run_1/density.png
16 x 16 tiles, from white (low) to dark blue (high), 0 to 100% covered.
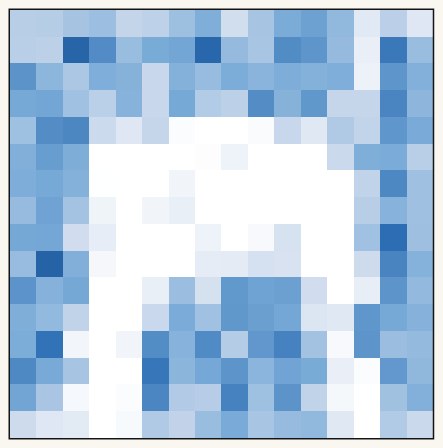
run_1/zoom.png
Window x 109 to 129, y 111 to 131 um. Cells in grey, sequential cells in the stronger grey; small squares are vias.
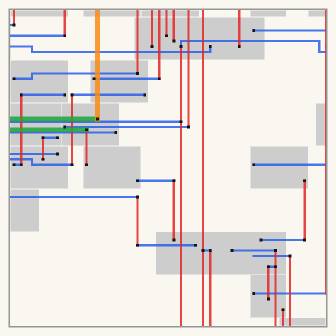
run_1/final_placement.png
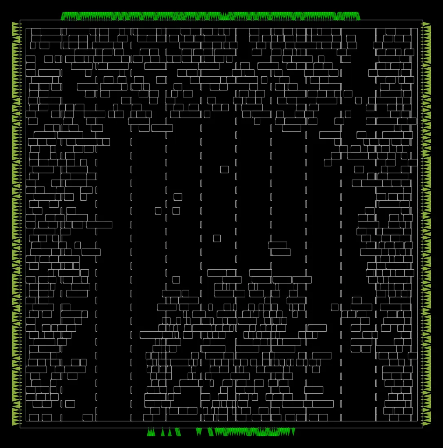
run_1/pins.png
The bar under the picture is 50 um long. Pins as bars across the die edge, other pins in grey.
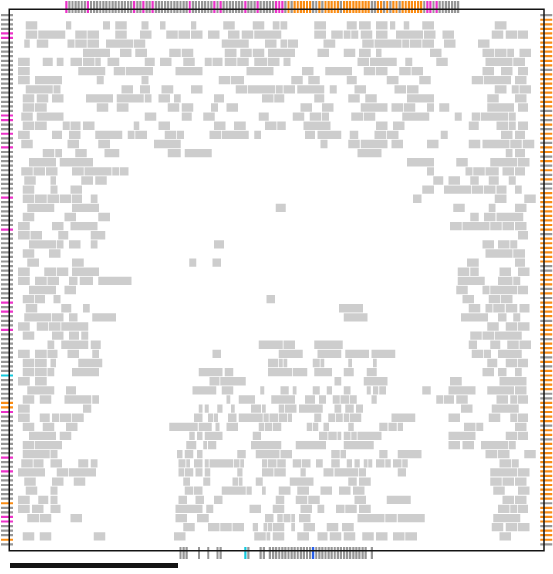
==> config.mk <==
export PLATFORM = sky130hd
export DESIGN_NAME = axi_stream_insert_arbiter
export DESIGN_NICKNAME = d
export VERILOG_FILES = /design/src/rtl/axi_stream_insert_arbiter.sv
export SDC_FILE = /design/constraint.sdc
export NUM_CORES = 1
export LEC_CHECK = 0
export CORE_AREA = 2 2 157 159
export CTS_BUF_LIST = sky130_fd_sc_hd__clkbuf_16
export DETAILED_ROUTE_END_ITERATION = 12
export DIE_AREA = 0 0 159 161
export PLACE_DENSITY = 0.5
export SLEW_MARGIN = 10
export SYNTH_ARGS = -nofsm -noshare
export SYNTH_HDL_FRONTEND = slang
export SYNTH_SLANG_ARGS = --single-unit
==> constraint.sdc <==
create_clock -name clk -period 2.35 [get_ports clk]
set_clock_uncertainty 0.15 [all_clocks]
set_input_delay 0.235 -clock clk [delete_from_list [all_inputs] [get_ports clk]]
set_output_delay 0.235 -clock clk [all_outputs]
set_load 0.01 [all_outputs]
==> results.json <==
{
  "yosysTopAreaCellShare": 0.4927,
  "warnings": 28,
  "slew_violations": 0,
  "yosys_warnings": 0,
  "report.final.hold_viol_count": 0,
  "seqPwrFrac": 0.171,
  "cts_buffers": 3,
  "drc": 0,
  "grt_pass1_vias": 4907,
  "drtAntennaViolNets": 0,
  "reg2reg_depth": 7,
  "power_density_nw_per_um2": 275.2,
  "edf_count": 0,
  "startpoint_type": "flop",
  "finalClockPeriodUsage": 0.9778,
  "synth.most_common_cell": "mux4_2",
  "crit_chain": "buf_12 -> mux4_2 -> and2_1 -> clkdlybuf4s50_1",
  "total_power_mw": 2.290,
  "setup_tns_ns": 0,
  "syn_area_sq_um": 3428,
  "max_stage_delay_ns": 0.50,
  "postSynthAreaPerCell_sq_um": 10.65,
  "ys_ff": 22,
  "grt_pass1_wl_mm": 29.06,
  "num_vias": 4567,
  "chipArea_sq_um": 25600,
  "numClockSinks": 22,
  "cpMaxStageDelayCell": "mux4_2",
  "switchingPower_uw": 633.0,
  "placedCellCount": 1058,
  "drive_above_1_share": 0.2003,
  "synth_cell_type_count": 35,
  "cp.required_ns": 1.97,
  "root_buffer": "clkbuf_16",
  "largest_reg_flops": 16,
  "timing.final.ws_setup_ns": 0.05210,
  "grtUsageTotal": 0.1462,
  "clock.fmax_ghz": 0.4352,
  "grt.overflow.total": 0,
  "synthFlopType": "dfxtp_1",
  "drt-vias-per-instance": 4.237,
  "end_kind": "output port",
  "p_int_mw": 1.657,
  "syn-num-nets": 627,
  "cap_violations": 0,
  "synthArstFlopShare": 0,
  "seq_area_frac_synth": 0.1285,
  "holdWs_ns": 0.3234,
  "arrival_ns": 1.91,
  "swShare": 0.2764,
  "min_path_cells": 2,
  "antenna_found_initial": 0,
  "dp_hpwl_mm": 16.52,
  "yosys-top-cells-count": "75 x mux4_2, 41 x and2_1, 40 x nor2b_1, 22 x dfxtp_1, 18 x nor2_1",
  "syn_to_final_growth_pct": 142.7,
  "routedWlPerCell_um": 18.23,
  "ir_drop_uv": 305.8,
  "status": "complete, no violations",
  "clk_pin_slew_worst_paths_ns": 0.06,
  "grt_max_degree": 38,
  "r2r_slack_ns": 0.10,
  "pre_cts_ws_ns": 0.01706,
  "setup-violations-final": 0,
  "hold_path.class": "flop to flop",
  "insertion_delay_ns": 0.25,
  "firstDrtPassIters": 4,
  "pwr-share-clk": 0.156,
  "cts_tree": "built",
  "synth_cells": 322,
  "tightest_slew_ns": 0.6007,
  "synth_area_leader_cell": "mux4_2",
  "post-route-min-period_ns": 2.298,
  "first_iter_violations": 154,
  "cts.path.max_buffers": 2,
  "worstSetupPathType": "flop to output port",
  "pwr-share-comb": 0.673,
  "nNetsFinal": 1061,
  "synth_stat.cells": 322,
  "fin_cells": 1078,
  "htree_levels": 1,
  "slew-limit-headroom": 0.5983,
  "path_max_fanout": 12,
  "gp_congestion": 0.8231,
  "wl_mm": 19.65,
  "yosys_area_sq_um": 3428,
  "rsz0062_at_grt": "true",
  "leakage_nw": 3.183,
  "antenna_cells": 0,
  "ios": 406,
  "topCellsByArea": "mux4_2 49%, dfxtp_1 13%, and2_1 7.5%, nor2b_1 7.3%, a21oi_1 2.5%"
}
About density.png:
- emptiest ninth of the die: middle
- nearly empty tiles: 20%
- fullest tile: 80%
- mean over tiles: 31%
- densest ninth of the die: bottom middle
- tiles over 75% full: 1.6%
Final Util: 0.3473
core area: 23960 sq um
Initial Util: 0.1431

About zoom.png:
- blue: met1
- red: met2
- orange: met4
- green: met3
- sequential cells in the window: 0
- cells with their middle in the window: 9
- most frequent: clkdlybuf4s50_1 (6), mux4_2 (2), and2_1 (1)

About final_placement.png:
tapcells inserted: 324
register share of the cell area: 0.05398
Filler Cell Count: 2512
Rows: 57
FFs & Latches: 22

About pins.png:
- magenta: header_insert (pins 32; direction output; edge 16 left, 16 top)
- cyan: grant_id (pins 2; direction output; edge 1 left, 1 bottom)
- orange: s_data_in (pins 128; direction input; edge 90 right, 34 top, 4 left)
- blue: ready_in (pins 1; direction input; edge bottom)
# port buffers: 405
die height: 161 um
Die X: 159 um

-- run 1: power by group through the flow --
stage | combinational (mW) | sequential [mW] | clock [mW]
floorplan | 0.623 | 0.395 | 0
global placement | 1.52 | 0.408 | 0
detailed placement | 1.52 | 0.408 | 0
CTS | 1.57 | 0.391 | 0.371
global route | 1.66 | 0.393 | 0.382
finish | 1.54 | 0.391 | 0.358
-- run 1: cells in the final DEF, fill, tap and decap left out, types with 2 or more instances in the layout --
cell / synthesis / final
dfxtp_4: 0 / 2
a21oi_1: 17 / 17
nor3_1: 6 / 6
nand3_1: 5 / 5
o31ai_1: 7 / 7
buf_2: 10 / 6
dlymetal6s2s_1: 0 / 3
buf_12: 0 / 9
nand2b_1: 5 / 4
dfxtp_1: 22 / 19
o21ai_0: 6 / 6
and3_1: 4 / 4
nand4_1: 5 / 5
or4_1: 7 / 7
nand2_1: 10 / 10
xor2_1: 3 / 3
clkdlybuf4s15_1: 0 / 4
dlygate4sd2_1: 0 / 55
clkbuf_2: 0 / 5
buf_4: 1 / 37
or3_1: 4 / 4
buf_16: 0 / 2
mux4_2: 75 / 75
inv_1: 2 / 2
buf_6: 0 / 5
nand3b_1: 2 / 2
and4_1: 2 / 2
and2_1: 41 / 41
nor2_1: 18 / 18
nor2b_1: 40 / 39
clkdlybuf4s50_1: 0 / 331
clkbuf_16: 0 / 3
-- run 1: cell type report --
cell class / instances / area [sq um] / area share
clock buffers: 3 / 75.07 / 0.009021
inverters: 2 / 7.507 / 0.0009021
multi-input cells: 268 / 2861 / 0.3439
flip-flops and latches: 22 / 449.2 / 0.05398
well taps: 324 / 405.4 / 0.04871
repair buffers: 459 / 4523 / 0.5435
-- run 1: layer usage --
metal	up-vias	GRT usage	wire length [um]
li1	2141	-	-
met1	2146	0.1631	7182
met2	266	0.2796	10380
met3	14	0.04237	1766
met4	0	0.02273	318
met5	-	0	0
-- run 1: logic make-up (layout without fill, tap and decap cells) --
| family | Yosys count | after routing | synth area share |
|---|---|---|---|
| adder cells (fa/ha/maj) | 1 | 1 | 0.003649 |
| multiplexers | 77 | 77 | 0.5000 |
| XOR/XNOR | 3 | 3 | 0.007666 |
| buffers and inverters | 32 | 464 | 0.03978 |
| flip-flops | 22 | 22 | 0.1285 |
| AND-OR/OR-AND | 34 | 34 | 0.05876 |
| AND/OR/NAND/NOR | 153 | 153 | 0.2617 |
-- run 1: worst max-delay path: cells and delay by family, from the launching register on --
family | cells | cell delay (ns)
buffers and inverters | 2 | 0.62
flip-flops | 1 | 0.37
multiplexers | 1 | 0.50
AND/OR/NAND/NOR | 1 | 0.16
-- run 1: what timing repair did --
| item | in CTS | in global routing |
|---|---|---|
| hold buffers | 0 | 0 |
| setup endpoints to repair | 77 | 27 |
| gates cloned | 1 | 0 |
| gates resized | 101 | 19 |
| buffers inserted | 15 | 1 |
-- run 1: per-stage QoR --
stage	area, sq um	util
floorplan	3428	-
global placement	8124	0.3390
detailed placement	8124	0.3390
CTS	8332	0.3477
global route	8322	0.3473
finish	8322	0.3473
Power figures rest on the tool's default switching activity, not on a simulated workload.
